File: config.mk
export PLATFORM = sky130hd
export DESIGN_NAME = divider_arbiter
export DESIGN_NICKNAME = d
export VERILOG_FILES = /design/src/rtl/divider_arbiter.sv
export SDC_FILE = /design/constraint.sdc
export NUM_CORES = 1
export LEC_CHECK = 0
export ABC_AREA = 1
export CAP_MARGIN = 20
export CORE_MARGIN = 4
export CORE_UTILIZATION = 25
export DETAILED_ROUTE_END_ITERATION = 10
export GPL_TIMING_DRIVEN = 0
export PLACE_DENSITY_LB_ADDON = 0.05
export SYNTH_ARGS = -nofsm -noshare
export SYNTH_HDL_FRONTEND = slang
export SYNTH_SLANG_ARGS = --single-unit
File: constraint.sdc
create_clock -name clock -period 2.65 [get_ports clock]
set_clock_uncertainty 0.1 [all_clocks]
set_input_delay 0.53 -clock clock [delete_from_list [all_inputs] [get_ports clock]]
set_output_delay 0.53 -clock clock [all_outputs]
set_load 0.02 [all_outputs]
File: src/rtl/divider_arbiter.sv
`default_nettype none
// +--------------------------------------------------------------------------+
// | divider_arbiter                                                          |
// | Round-robin sharing of one multi-cycle divider between N requesters.     |
// | Optional DIV_RESULT_CACHE_EN: one-entry result cache skipping the divider.|
// | Revision: 1.0                                                            |
// +--------------------------------------------------------------------------+
module divider_arbiter #(
  parameter int NR_OF_REQUESTERS = 4
) (
  input  logic                            clock,
  input  logic                            reset,
  input  logic [NR_OF_REQUESTERS-1:0]     request,
  input  logic [NR_OF_REQUESTERS-1:0]     signedIn,
  input  logic [32*NR_OF_REQUESTERS-1:0]  operandAIn,
  input  logic [32*NR_OF_REQUESTERS-1:0]  operandBIn,
  output logic [NR_OF_REQUESTERS-1:0]     accept,
  output logic [NR_OF_REQUESTERS-1:0]     done,
  output logic [31:0]                     quotientOut,
  output logic                            divideByZero,
  output logic                            busy,
  output logic                            divDoDivide,
  output logic                            divSigned,
  output logic [31:0]                     divOperandA,
  output logic [31:0]                     divOperandB,
  input  logic                            divReady,
  input  logic                            divCarryOut,
  input  logic [31:0]                     divQuotient
);

  localparam int c_IDX_W = $clog2(NR_OF_REQUESTERS);

`ifdef DIV_RESULT_CACHE_EN
  typedef enum logic [2:0] {
    S_IDLE  = 3'd0,
    S_ISSUE = 3'd1,
    S_WAIT  = 3'd2,
    S_DONE  = 3'd3,
    S_HIT   = 3'd4
  } state_t;
`else
  typedef enum logic [1:0] {
    S_IDLE  = 2'd0,
    S_ISSUE = 2'd1,
    S_WAIT  = 2'd2,
    S_DONE  = 2'd3
  } state_t;
`endif

  state_t                 r_state;
  state_t                 w_nextState;
  logic [c_IDX_W-1:0]     r_pointer;
  logic [c_IDX_W-1:0]     r_winner;
  logic [c_IDX_W-1:0]     w_cand;
  logic [c_IDX_W-1:0]     w_grantIdx;
  logic                   w_grantValid;
  logic                   w_grantSigned;
  logic [31:0]            w_grantA;
  logic [31:0]            w_grantB;

  function automatic logic [NR_OF_REQUESTERS-1:0] oneHot(input logic [c_IDX_W-1:0] idx);
    oneHot      = '0;
    oneHot[idx] = 1'b1;
  endfunction

  // Walk downward in priority so the requester closest to the pointer is assigned last.
  always_comb begin
    w_grantValid = 1'b0;
    w_grantIdx   = '0;
    w_cand       = '0;
    for (int i = NR_OF_REQUESTERS - 1; i >= 0; i--) begin
      w_cand = c_IDX_W'((int'(r_pointer) + i) % NR_OF_REQUESTERS);
      if (request[w_cand]) begin
        w_grantValid = 1'b1;
        w_grantIdx   = w_cand;
      end
    end
  end

  assign w_grantSigned = signedIn[w_grantIdx];
  assign w_grantA      = operandAIn[32*w_grantIdx +: 32];
  assign w_grantB      = operandBIn[32*w_grantIdx +: 32];

`ifdef DIV_RESULT_CACHE_EN
  logic        r_cacheValid;
  logic        r_cacheSigned;
  logic [31:0] r_cacheA;
  logic [31:0] r_cacheB;
  logic [31:0] r_cacheQ;
  logic        r_cacheCarry;
  logic        w_cacheHit;

  assign w_cacheHit = r_cacheValid && (r_cacheSigned == w_grantSigned) &&
                      (r_cacheA == w_grantA) && (r_cacheB == w_grantB);

  always_ff @(posedge clock) begin
    if (reset) begin
      r_cacheValid  <= 1'b0;
      r_cacheSigned <= 1'b0;
      r_cacheA      <= '0;
      r_cacheB      <= '0;
      r_cacheQ      <= '0;
      r_cacheCarry  <= 1'b0;
    end else if (r_state == S_DONE) begin
      r_cacheValid  <= 1'b1;
      r_cacheSigned <= divSigned;
      r_cacheA      <= divOperandA;
      r_cacheB      <= divOperandB;
      r_cacheQ      <= quotientOut;
      r_cacheCarry  <= divideByZero;
    end
  end
`endif

  always_ff @(posedge clock) begin
    if (reset) r_state <= S_IDLE;
    else       r_state <= w_nextState;
  end

  always_comb begin
    w_nextState = r_state;
    case (r_state)
      S_IDLE: begin
        if (w_grantValid) begin
`ifdef DIV_RESULT_CACHE_EN
          w_nextState = w_cacheHit ? S_HIT : S_ISSUE;
`else
          w_nextState = S_ISSUE;
`endif
        end
      end
      S_ISSUE: w_nextState = S_WAIT;
      S_WAIT:  if (divReady) w_nextState = S_DONE;
      S_DONE:  w_nextState = S_IDLE;
`ifdef DIV_RESULT_CACHE_EN
      S_HIT:   w_nextState = S_DONE;
`endif
      default: w_nextState = S_IDLE;
    endcase
  end

  assign busy = (r_state != S_IDLE);

  always_ff @(posedge clock) begin
    if (reset) begin
      accept       <= '0;
      done         <= '0;
      quotientOut  <= '0;
      divideByZero <= 1'b0;
      divDoDivide  <= 1'b0;
      divSigned    <= 1'b0;
      divOperandA  <= '0;
      divOperandB  <= '0;
      r_pointer    <= '0;
      r_winner     <= '0;
    end else begin
      accept      <= '0;
      done        <= '0;
      divDoDivide <= 1'b0;
      case (r_state)
        S_IDLE: begin
          if (w_grantValid) begin
            r_winner    <= w_grantIdx;
            divSigned   <= w_grantSigned;
            divOperandA <= w_grantA;
            divOperandB <= w_grantB;
            accept      <= oneHot(w_grantIdx);
`ifdef DIV_RESULT_CACHE_EN
            divDoDivide <= !w_cacheHit;
`else
            divDoDivide <= 1'b1;
`endif
          end
        end
        S_WAIT: begin
          if (divReady) begin
            quotientOut  <= divQuotient;
            divideByZero <= divCarryOut;
            done         <= oneHot(r_winner);
          end
        end
        S_DONE: begin
          r_pointer <= (r_winner == c_IDX_W'(NR_OF_REQUESTERS - 1)) ? '0 : r_winner + 1'b1;
        end
`ifdef DIV_RESULT_CACHE_EN
        S_HIT: begin
          quotientOut  <= r_cacheQ;
          divideByZero <= r_cacheCarry;
          done         <= oneHot(r_winner);
        end
`endif
        default: ;
      endcase
    end
  end

endmodule
`default_nettype wire

Fig. 1: run 1, wiring heat map
Scale: 2 px per um. The die is cut into 34 by 34 equal tiles; dark purple is low, yellow is high, scaled to the fullest tile. Values are wire area over tile area, all layers added.
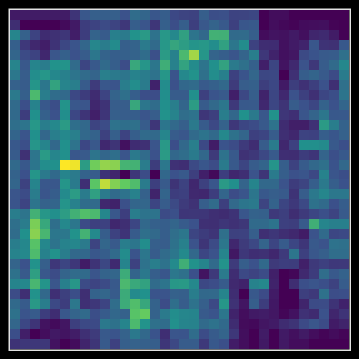
- tiles over half the peak: 8.9%
- emptiest ninth of the die: lower right
- mean over tiles: 0.21

Fig. 2: run 1, a small window of the routed layout
Window x 60 to 110, y 94 to 144 um. Cells in gray, sequential cells in the stronger gray; small squares are vias.
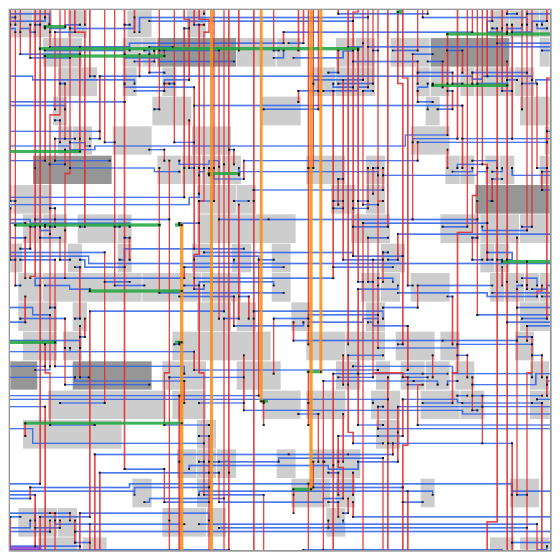
- green: metal 3
- blue: metal 1
- purple: metal 5
- red: metal 2
- orange: metal 4
- netlist names of flops here include: `divOperandB` (5)
- cells with their middle in the window: 141
- most frequent: clkdlybuf4s50_1 (32), nand3_1 (30), nand4_1 (17)
- sequential cells in the window: 5

==> out/README.md, run 1 <==
| Result | Reported | Unit |
| --- | --- | --- |
| Layout clock area frac | 5.11 | % |
| Synth-to-layout area growth | 78.6 | % |
| Grt total ovfl | 0 | - |
| Relative area of non-clock buffer cells in the final design | 39.7 | % |
| Flop-to-flop setup slack | 220 | ps |
| Die Area | 28,800 | um^2 |
| Post-synth regs | 113 | - |
| Fmax | 409 | MHz |
| Multi-input combinational cell count | 771 | - |
| Post-synthesis compound-gate area fraction | 8.30 | % |
| XOR/XNOR share of the synthesized area | 0 | % |
| CTS H-tree depth | 4 | - |
| Peak fanout along the critical path | 10 | - |
| Startpoint types | input port | - |
| Flop pwr share | 19.9 | % |
| Area used by multi-input combinational logic | 3660 | um^2 |
| Outcome | finished clean | - |
| Number of tapcells | 330 | - |
| Hold_sp | quotientOut[22]$_SDFFE_PP0P_ | - |
| HPWL after detailed placement | 28,200 | um |
| RSZ-0062 raised after global routing | no | - |
| Uppermost layer routed | met5 | - |
| Classification of the worst-slack hold path | flip-flop to flip-flop | - |
| Clock sink total | 113 | - |
| Post-route cell area | 11,700 | um^2 |
| Sw Ratio | 48.2 | % |
| Met3 Routed Length | 2920 | um |
| Antenna violations before repair | 12 | - |
| Site Rows | 58 | - |
| Cell type group with the largest total delay on the critical path | simple AND/OR/NAND/NOR gates | - |
| Slew Viols, Final | 0 | - |
| Storage element area | 2260 | um^2 |
| Capture endpoint of the worst hold path | quotientOut[22]$_SDFFE_PP0P_ | - |
| Maximum root-to-sink buffer count | 2 | - |
| Total internal power | 7170 | uW |
| Clock tree from TritonCTS | yes | - |
| Worst r2r path cells | 12 | - |
| Total power of the final layout | 13,900 | uW |
| Bufs and invs on worst path | 3 | - |
| Part of the total power dissipated in combinational logic | 62.9 | % |
| Crit path largest cell delay | 480 | ps |
| Met2 layer wire length in the routed design | 17,300 | um |
| Peak VDD IR | 0.000447 | V |
| Relative contribution of the clock network to total power | 17.2 | % |
| Setup crit start | request[0] | - |
| Endpoints failing hold | 0 | - |
| Met1 Resource Use GR | 29.2 | % |
| Fraction of the mapped netlist area in adder cells | 1.53 | % |
| Cell with the largest stage delay on the worst path | sky130_fd_sc_hd__clkdlybuf4s50_1 | - |
| Power drawn by the sequential cells | 2760 | uW |
| Instance count on the critical path | 13 | - |
| Leakage power | 0.00472 | uW |
| Largest net degree at the start of global routing | 17 | - |
| Number of hold-repair buffers added at the cts stage | 0 | - |
| Required time of the critical path | 2910 | ps |
| Largest power group | combinational logic | - |
| Area inside the core boundary | 25,500 | um^2 |
| Logic power comb | 8710 | uW |
| Post-synth design cell area | 6540 | um^2 |
| Stage-log warning count | 32 | - |
| Antenna diodes | 5 | - |
| Net load switching power | 6680 | uW |
| Dpl ws | -588 | ps |
| Count of fill cells added during filler insertion | 2,656 | - |
| Global-route track usage on met2 | 41.1 | % |
| Cell count listed in synth_stat.txt | 1,005 | - |
| DIE WIDTH | 170 | um |
| Average wire per standard cell | 20.4 | um |
| GR peak layer | met2 | - |
| Reg2reg end | divOperandA[18]$_SDFFE_PP0P_ | - |
| Top Layout Cells | sky130_fd_sc_hd__clkdlybuf4s50_1, sky130_fd_sc_hd__nor2_1, sky130_fd_sc_hd__nand3_1 | - |
| Number of setup buffers added after CTS | 0 | - |
| CP dominant cell by count | sky130_fd_sc_hd__nand2_1 | - |
| Worst slew slack as a fraction of its limit | 60.6 | % |
| Buffer count excluding the clock tree in the final layout | 505 | - |
| Leading cell type in the layout, fill and taps excluded | sky130_fd_sc_hd__clkdlybuf4s50_1 | - |
| Number of nets at floorplan | 1,313 | - |
| Final worst-path setup slack | 206 | ps |
| Syn. warnings | 0 | - |
| Fp_density | 25.7 | % |
| # IOs | 408 | - |
| Total of clock buffers placed in the layout | 18 | - |
| End point of the critical path | divOperandA[18]$_SDFFE_PP0P_ | - |
| Mean instance size in the synthesized netlist | 6.51 | um^2 |
| Final WL | 36,400 | um |
| Placed cell area | 11,000 | um^2 |
| Chip area line of the yosys report | 6540 | um^2 |
| Ordered cell list for the critical path | clkdlybuf4s50_1 > inv_1 > nand2_1 > and2_1 > nand2_1 > nand2_1 > nand2_1 > nand2_4 > buf_1 > nand4_1 > nand3_1 > nor2_1 > nor2_1 | - |
| Drt first-iter violations | 451 | - |
Fig. 3: run 1, PDN straps and rails
Scale: 3 px per um. Pins as bars on the die edge.
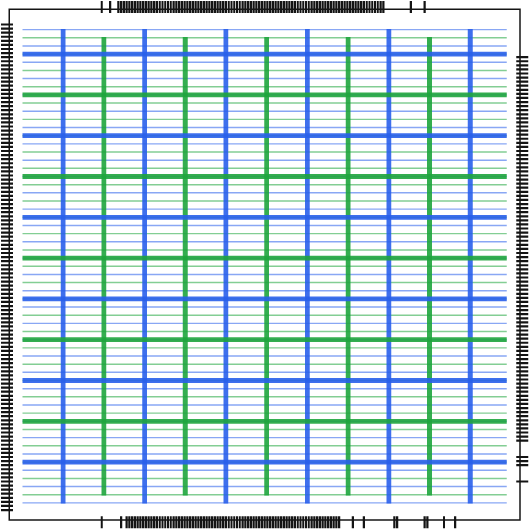
- green: VDD
- blue: VSS
- rows: 58
- met4 straps: 11
- met1 rails: 59
- signal pins: 408

Fig. 4: run 1, cell outlines without signal wires
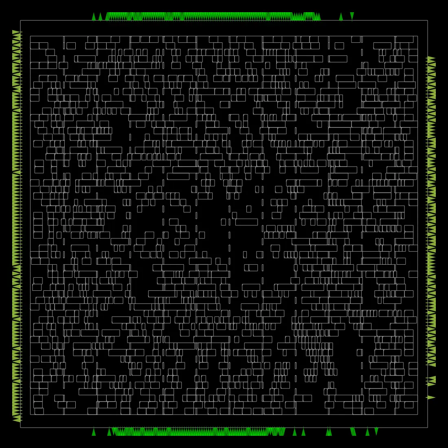
Non-Filler Instances: 1,782
sequential fraction of total cell area: 19.4%
core utilization of the finished layout: 45.8%

## run 1: cell families after synthesis
kind of cell | after synthesis
buffers and inverters | 121
AND-OR/OR-AND | 108
adder cells (fa/ha/maj) | 8
AND/OR/NAND/NOR | 655
flip-flops | 113
## run 1: registers in the layout, summed over array words and instances (netlist names), 2 cells and up
name,cells
divOperandB,32
quotientOut,32
r_winner,2
accept,4
divOperandA,32
r_state,2
done,4
r_pointer,2
## run 1: cell usage after synthesis
library cell	instances	area (um^2)
sky130_fd_sc_hd__nor2_4	1	11.3
sky130_fd_sc_hd__buf_2	44	220
sky130_fd_sc_hd__inv_2	3	11.3
sky130_fd_sc_hd__inv_1	21	78.8
sky130_fd_sc_hd__a211oi_1	1	7.51
sky130_fd_sc_hd__nor3_1	2	10.0
sky130_fd_sc_hd__buf_1	5	18.8
sky130_fd_sc_hd__clkinv_1	1	3.75
sky130_fd_sc_hd__o21ai_0	102	510
sky130_fd_sc_hd__nand3_2	1	10.0
sky130_fd_sc_hd__nor2_1	207	777
sky130_fd_sc_hd__dfxtp_1	113	2260
sky130_fd_sc_hd__nor3_2	1	10.0
sky130_fd_sc_hd__clkbuf_1	27	101
sky130_fd_sc_hd__inv_4	1	6.26
sky130_fd_sc_hd__buf_4	8	60.1
sky130_fd_sc_hd__nand4_1	101	632
sky130_fd_sc_hd__nor2_2	1	6.26
sky130_fd_sc_hd__ha_1	8	100
sky130_fd_sc_hd__a21oi_1	5	25.0
sky130_fd_sc_hd__nand3_1	198	991
sky130_fd_sc_hd__nand2_4	1	11.3
sky130_fd_sc_hd__nor2_8	1	20.0
sky130_fd_sc_hd__nand2_1	140	526
sky130_fd_sc_hd__and2_1	1	6.26
sky130_fd_sc_hd__buf_6	11	124
## Run 2: what changed since run 1
--- a/config.mk
+++ b/config.mk
@@ -9,6 +9,7 @@
 export CAP_MARGIN = 20
 export CORE_MARGIN = 4
 export CORE_UTILIZATION = 25
+export CTS_CLUSTER_DIAMETER = 30
 export DETAILED_ROUTE_END_ITERATION = 10
 export GPL_TIMING_DRIVEN = 0
 export PLACE_DENSITY_LB_ADDON = 0.05
Fig. 5: run 2, cell outlines without signal wires
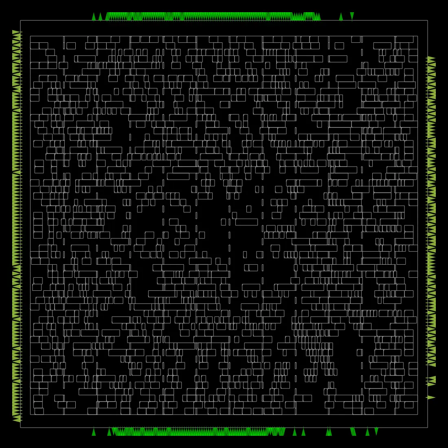
Site Rows: 58
flop count: 113
count of fill cells added during filler insertion: 2,656
number of tapcells: 330
area inside the core boundary: 25,500 um^2

==> out/README.md, run 2 <==
| Result | Reported | Unit |
| --- | --- | --- |
| Post-synth regs | 113 | - |
| Bufs and invs on worst path | 3 | - |
| Hold_sp | quotientOut[22]$_SDFFE_PP0P_ | - |
| Syn. warnings | 0 | - |
| Antenna violations before repair | 12 | - |
| Fp_density | 25.7 | % |
| Drt first-iter violations | 451 | - |
| RSZ-0062 raised after global routing | no | - |
| Required time of the critical path | 2910 | ps |
| Post-route cell area | 11,700 | um^2 |
| Number of nets at floorplan | 1,313 | - |
| Main flop type after synthesis | sky130_fd_sc_hd__dfxtp_1 | - |
| Startpoint types | input port | - |
| Peak fanout along the critical path | 10 | - |
| Post-Route Hold Slack | 378 | ps |
| Biggest area consumer among synthesized cells | sky130_fd_sc_hd__dfxtp_1 | - |
| Leakage power | 0.00472 | uW |
| Reg2reg end | divOperandA[18]$_SDFFE_PP0P_ | - |
| Final worst-path setup slack | 206 | ps |
| Non-Filler Instances | 1,782 | - |
| Ranking of synthesized cells by area | sky130_fd_sc_hd__dfxtp_1, sky130_fd_sc_hd__nand3_1, sky130_fd_sc_hd__nor2_1 | - |
| Slew Viols, Final | 0 | - |
| Grt total ovfl | 0 | - |
| CP dominant cell by count | sky130_fd_sc_hd__nand2_1 | - |
| Cell with the largest stage delay on the worst path | sky130_fd_sc_hd__clkdlybuf4s50_1 | - |
| Count of library flops with an enable pin | 0 | - |
| HPWL after detailed placement | 28,200 | um |
| Most instantiated library cell after synthesis | sky130_fd_sc_hd__nor2_1 | - |
| Worst slew slack as a fraction of its limit | 60.6 | % |
| Largest net degree at the start of global routing | 17 | - |
| Endpoints failing hold | 0 | - |
| Dpl ws | -588 | ps |
| Average wire per standard cell | 20.4 | um |
| Mean instance size in the synthesized netlist | 6.51 | um^2 |
| Stage-log warning count | 32 | - |
| Storage element area | 2260 | um^2 |
| Setup TNS | 0 | ps |
| Flop-to-flop setup slack | 220 | ps |
| Number of remaining DRC errors | 0 | - |
| Outcome | finished clean | - |
| Classification of the worst-slack hold path | flip-flop to flip-flop | - |
| Peak VDD IR | 0.000447 | V |
| Leading cell type in the layout, fill and taps excluded | sky130_fd_sc_hd__clkdlybuf4s50_1 | - |
| Share of the synthesized area in the top cell type | 34.6 | % |
| Count of antenna-violating nets left after detailed routing | 0 | - |
| Fraction of registers with async set or reset after synthesis | 0 | % |
| Core utilization of the finished layout | 45.8 | % |
| Cell type group with the largest total delay on the critical path | simple AND/OR/NAND/NOR gates | - |
| Total global-route track usage | 24.0 | % |
| Post-synth design cell area | 6540 | um^2 |
| Worst EP arrival | 2700 | ps |
| Placed cell area | 11,000 | um^2 |
| Clock sink total | 113 | - |
| Top post-synthesis cells by count | sky130_fd_sc_hd__nor2_1, sky130_fd_sc_hd__nand3_1, sky130_fd_sc_hd__nand2_1, sky130_fd_sc_hd__dfxtp_1, sky130_fd_sc_hd__o21ai_0 | - |
| Clock tree from TritonCTS | yes | - |
| Capture endpoint of the worst hold path | quotientOut[22]$_SDFFE_PP0P_ | - |
| Crit path largest cell delay | 480 | ps |
| Final WL | 36,400 | um |
| # IOs | 408 | - |
| Registers with the most flip-flops | divOperandA: 32 flops, divOperandB: 32 flops, quotientOut: 32 flops | - |
| CTS H-tree depth | 4 | - |
| Die Area | 28,800 | um^2 |
| Maximum root-to-sink buffer count | 2 | - |
| Chip area line of the yosys report | 6540 | um^2 |
| Top Layout Cells | sky130_fd_sc_hd__clkdlybuf4s50_1, sky130_fd_sc_hd__nor2_1, sky130_fd_sc_hd__nand3_1 | - |
| Fmax | 409 | MHz |
| Total power of the final layout | 13,900 | uW |
| Synth-to-layout area growth | 78.6 | % |
| Area used by multi-input combinational logic | 3660 | um^2 |
| Number of hold-repair buffers added at the cts stage | 0 | - |
| Worst r2r path cells | 12 | - |
Fig. 6: run 2, drive-strength map
Scale: 1.5 px per um.
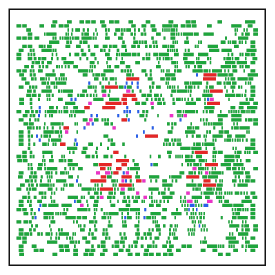
- magenta: _3 and _4 cells (cells 26; share 1.8%)
- blue: _2 cells (cells 48; share 3.3%)
- green: _0 and _1 cells (cells 1,338; share 92%)
- red: _6 and larger (cells 35; share 2.4%)

## run 2: area by class of cell
type,count,share of cell area [%]
Inverter,26,0.857
Buffer,95,4.62
Antenna cell,5,0.107
Clock inverter,14,1.35
Timing Repair Buffer,410,35.1
Clock buffer,18,3.76
Multi-Input combinational cell,771,31.3
Sequential cell,113,19.4
Tap cell,330,3.54
## run 2: how the worst max path moves through the flow
stage | startpoint | to | slack, ps | depth (start not counted)
floorplan | request[1] | divOperandB[27]$_SDFFE_PP0P_ | 700 | 15
global placement | request[0] | divOperandB[14]$_SDFFE_PP0P_ | -630 | 14
detailed placement | request[0] | divOperandB[14]$_SDFFE_PP0P_ | -590 | 14
CTS | request[0] | divOperandB[14]$_SDFFE_PP0P_ | 100 | 14
global route | r_pointer[0]$_SDFFE_PP0N_ | divOperandB[20]$_SDFFE_PP0P_ | 5 | 13
finish | request[0] | divOperandA[18]$_SDFFE_PP0P_ | 210 | 13
## run 2: timing repair
action | in CTS | in global routing
endpoints found under the setup margin | 52 | 46
resized | 1 | 7
cloned | 0 | 0
pin swaps | 0 | 1
setup buffers | 0 | 3
## run 2: kinds of logic (layout without fill, tap and decap cells)
kind of cell,after synthesis,in the layout,share of synthesized area (%)
fa+ha+maj,8,8,1.53
other cells,0,5,0
flops,113,113,34.6
simple gates,655,655,46.0
compound gates,108,108,8.30
buf+inv,121,563,9.55
## run 2: metal layers
metal / global-route usage, % / wire length, um / share of wire (%)
met3: 7.45 / 2920 / 8.0
met1: 29.2 / 15400 / 42
met4: 6.37 / 734 / 2.0
met5: 0 / 96 / 0.26
met2: 41.1 / 17300 / 48
## run 2: report_power, final
group          switching (uW)  internal, uW  total, uW
Combinational            5350          3360       8710
Sequential                369          2390       2760
Clock                     959          1420       2380
Fig. 7: run 2, a small window of the routed layout
Window x 60 to 110, y 94 to 144 um. Cells in gray, sequential cells in the stronger gray; small squares are vias.
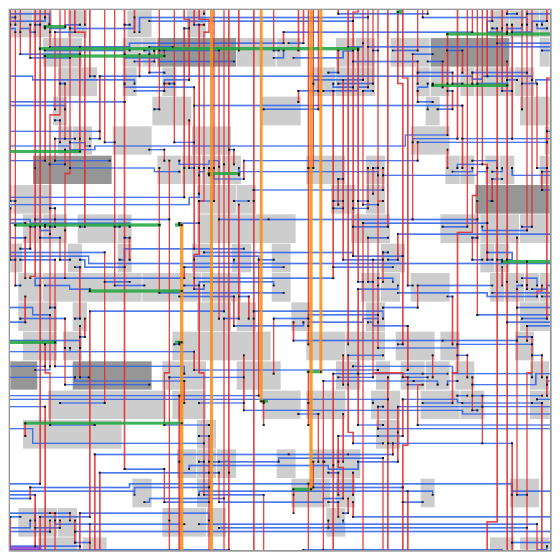

## Run 3: what changed since run 2
==> constraint.sdc (replaced) <==
create_clock -name clock -period 2.98 [get_ports clock]
set_clock_uncertainty 0.1 [all_clocks]
set_input_delay 0.596 -clock clock [delete_from_list [all_inputs] [get_ports clock]]
set_output_delay 0.596 -clock clock [all_outputs]
set_load 0.02 [all_outputs]
Fig. 8: run 3, a small window of the routed layout
Window x 60 to 110, y 94 to 144 um. Cells in gray, sequential cells in the stronger gray; small squares are vias.
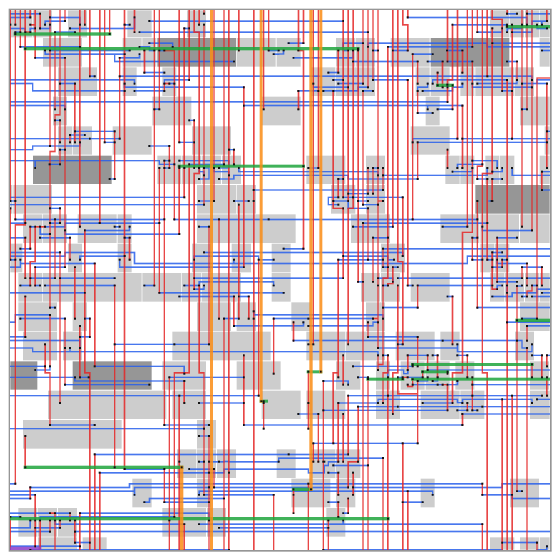
- blue: metal 1
- green: metal 3
- purple: metal 5
- red: metal 2
- orange: metal 4
- netlist names of flops here include: `divOperandB` (5)
- cells with their middle in the window: 140
- most frequent: clkdlybuf4s50_1 (32), nand3_1 (30), nand4_1 (17)
- sequential cells in the window: 5

==> out/README.md, run 3 <==
| Result | Reported | Unit |
| --- | --- | --- |
| Crit path largest cell delay | 420 | ps |
| Registers with the most flip-flops | divOperandA: 32 flops, divOperandB: 32 flops, quotientOut: 32 flops | - |
| Non-Filler Instances | 1,779 | - |
| Chip area line of the yosys report | 6540 | um^2 |
| Cell count listed in synth_stat.txt | 1,005 | - |
| Synth-to-layout area growth | 78.0 | % |
| Count of library flops with an enable pin | 0 | - |
| Number of cells upsized or downsized after cts | 0 | - |
| Post-synth regs | 113 | - |
| Site Rows | 58 | - |
| Ranking of synthesized cells by area | sky130_fd_sc_hd__dfxtp_1, sky130_fd_sc_hd__nand3_1, sky130_fd_sc_hd__nor2_1 | - |
| Share of the synthesized area in the top cell type | 34.6 | % |
| Transition time at the pin with the least slew margin | 598 | ps |
| Peak VDD IR | 0.000398 | V |
| Net total in the final layout | 1,739 | - |
| Bufs and invs on worst path | 5 | - |
| Top post-synthesis cells by count | sky130_fd_sc_hd__nor2_1, sky130_fd_sc_hd__nand3_1, sky130_fd_sc_hd__nand2_1, sky130_fd_sc_hd__dfxtp_1, sky130_fd_sc_hd__o21ai_0 | - |
| Root Buffer Master | sky130_fd_sc_hd__clkbuf_16 | - |
| Main flop type after synthesis | sky130_fd_sc_hd__dfxtp_1 | - |
| Peak fanout along the critical path | 10 | - |
| Most instantiated library cell after synthesis | sky130_fd_sc_hd__nor2_1 | - |
| Core utilization of the finished layout | 45.7 | % |
| Leading cell type in the layout, fill and taps excluded | sky130_fd_sc_hd__clkdlybuf4s50_1 | - |
| Power density over the cells | 1050 | nW/um^2 |
| Distinct lib cells | 26 | - |
| Grt total ovfl | 0 | - |
| Fraction of registers with async set or reset after synthesis | 0 | % |
| Maximum root-to-sink buffer count | 2 | - |
| Fraction of the mapped netlist area in adder cells | 1.53 | % |
| Clock sink total | 113 | - |
| Leakage power | 0.00469 | uW |
| Post-layout minimum cycle time | 2600 | ps |
| CTS H-tree depth | 4 | - |
| HPWL after detailed placement | 28,200 | um |
| Share of cells above drive strength 1 | 7.27 | % |
| Largest net degree at the start of global routing | 17 | - |
| Die Area | 28,800 | um^2 |
| Outcome | finished clean | - |
| Number of remaining DRC errors | 0 | - |
| Worst slew slack as a fraction of its limit | 60.1 | % |
| Required time of the critical path | 3240 | ps |
| Top Layout Cells | sky130_fd_sc_hd__clkdlybuf4s50_1, sky130_fd_sc_hd__nor2_1, sky130_fd_sc_hd__nand3_1 | - |
| Biggest area consumer among synthesized cells | sky130_fd_sc_hd__dfxtp_1 | - |
| DIE WIDTH | 170 | um |
| Area fraction in and, or, nand and nor cells | 46.0 | % |
| Area inside the core boundary | 25,500 | um^2 |
| Final WL | 36,500 | um |
| Cell type group with the largest total delay on the critical path | buffers and inverters | - |
| Startpoint types | input port | - |
| Worst EP arrival | 2860 | ps |
| Mux area share | 0 | % |
| Fp_density | 25.7 | % |
| Number of nets at floorplan | 1,313 | - |
| Number of setup buffers added after CTS | 0 | - |
| Drt first-iter violations | 427 | - |
| Count of antenna-violating nets left after detailed routing | 0 | - |
| Mean instance size in the synthesized netlist | 6.51 | um^2 |
| Register area share after synthesis | 34.6 | % |
| Classification of the worst-slack hold path | flip-flop to flip-flop | - |
| Dominant kind of combinational cell | simple AND/OR/NAND/NOR gates | - |
| Cell with the largest stage delay on the worst path | sky130_fd_sc_hd__clkdlybuf4s50_1 | - |
| Antenna violations before repair | 12 | - |
| Syn. warnings | 0 | - |
| Post-synthesis compound-gate area fraction | 8.30 | % |
| Stage-log warning count | 32 | - |
| CP dominant cell by count | sky130_fd_sc_hd__nand2_1 | - |
| Ordered cell list for the critical path | clkdlybuf4s50_1 > inv_1 > nand2_1 > and2_1 > nand2_1 > nand2_1 > inv_1 > nand2_1 > nand2_1 > buf_2 > clkbuf_1 > nand4_1 > nand3_1 > nor2_1 > nor2_1 | - |
| Clock tree from TritonCTS | yes | - |
| # IOs | 408 | - |
| Fmax | 384 | MHz |
| RSZ-0062 raised after global routing | no | - |
| Number of failing setup endpoints in the final timing report | 0 | - |
| Gate count of the mapped netlist | 1,005 | - |
| Post-synth design cell area | 6540 | um^2 |
| Global-route wire length before repair | 52,600 | um |
| Number of vias per cell after detailed routing | 4.87 | - |
| Endpoints failing hold | 0 | - |
| Slew Viols, Final | 0 | - |
| XOR/XNOR share of the synthesized area | 0 | % |
| Number of hold-repair buffers added at the cts stage | 0 | - |
| Post-route clock period utilization | 87.3 | % |
Fig. 9: run 3, wiring heat map
Scale: 2 px per um. The die is cut into 34 by 34 equal tiles; dark purple is low, yellow is high, scaled to the fullest tile. Values are wire area over tile area, all layers added.
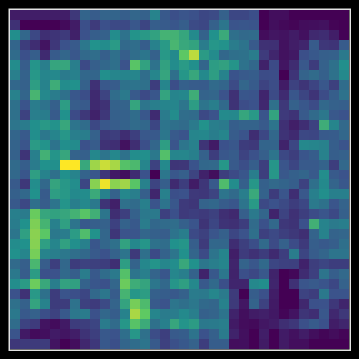
- tiles over half the peak: 13%
- fullest tile: 0.67
- emptiest ninth of the die: lower right
- densest ninth of the die: middle left
total global-route track usage: 24.0%
total via count after detailed routing: 8,661
average wire per standard cell: 20.5 um

run 3: cell counts after synthesis:
Identical to the previous run, type by type.
run 3: power by group:
part	internal, uW	total [uW]	switching [uW]
registers	2130	2450	328
logic	2930	7680	4750
clock network	1270	2120	851
total	6330	12300	5930
run 3: path summary, 6_finish.rpt:
kind	to	startpoint	depth (start not counted)	slack (ps)
hold reg to reg	quotientOut[22]$_SDFFE_PP0P_	quotientOut[22]$_SDFFE_PP0P_	2	380
setup / recovery	divOperandA[10]$_SDFFE_PP0P_	request[1]	15	380
hold / removal	quotientOut[22]$_SDFFE_PP0P_	quotientOut[22]$_SDFFE_PP0P_	2	380
setup reg to reg	divOperandA[10]$_SDFFE_PP0P_	r_pointer[0]$_SDFFE_PP0N_	14	490
run 3: per-stage QoR:
| stage | area [um^2] | hold slack (ps) | setup WS [ps] | setup TNS (ps) | total power [uW] |
|---|---|---|---|---|---|
| after detailed placement | 11000 | 371 | -324 | -15530 | 10200 |
| after global placement | 11000 | 361 | -367 | -19350 | 10200 |
| after CTS | 11600 | 384 | 125 | 0 | 12300 |
| after global routing | 11600 | 407 | 83.3 | 0 | 13200 |
| after floorplan | 6540 | 404 | 969 | 0 | 6890 |
| final | 11600 | 378 | 379 | 0 | 12300 |
run 3: layout make-up:
| cell class | instances | area (um^2) |
|---|---|---|
| inverters | 26 | 100 |
| flip-flops and latches | 113 | 2260 |
| repair buffers | 407 | 4070 |
| multi-input cells | 771 | 3660 |
| fillers | 2659 | 13800 |
| clock inverters | 14 | 158 |
| plain buffers | 95 | 524 |
| well taps | 330 | 413 |
| clock buffers | 18 | 439 |
| diodes | 5 | 12.5 |
run 3: per-layer routing:
layer  part of all wire, %  track usage (%)
met5                  0.28                0
met4                   2.1             6.37
met3                   8.7             7.45
met2                    48             41.1
met1                    41             29.2
No activity file was given, so power comes from the tool's default toggle rates.
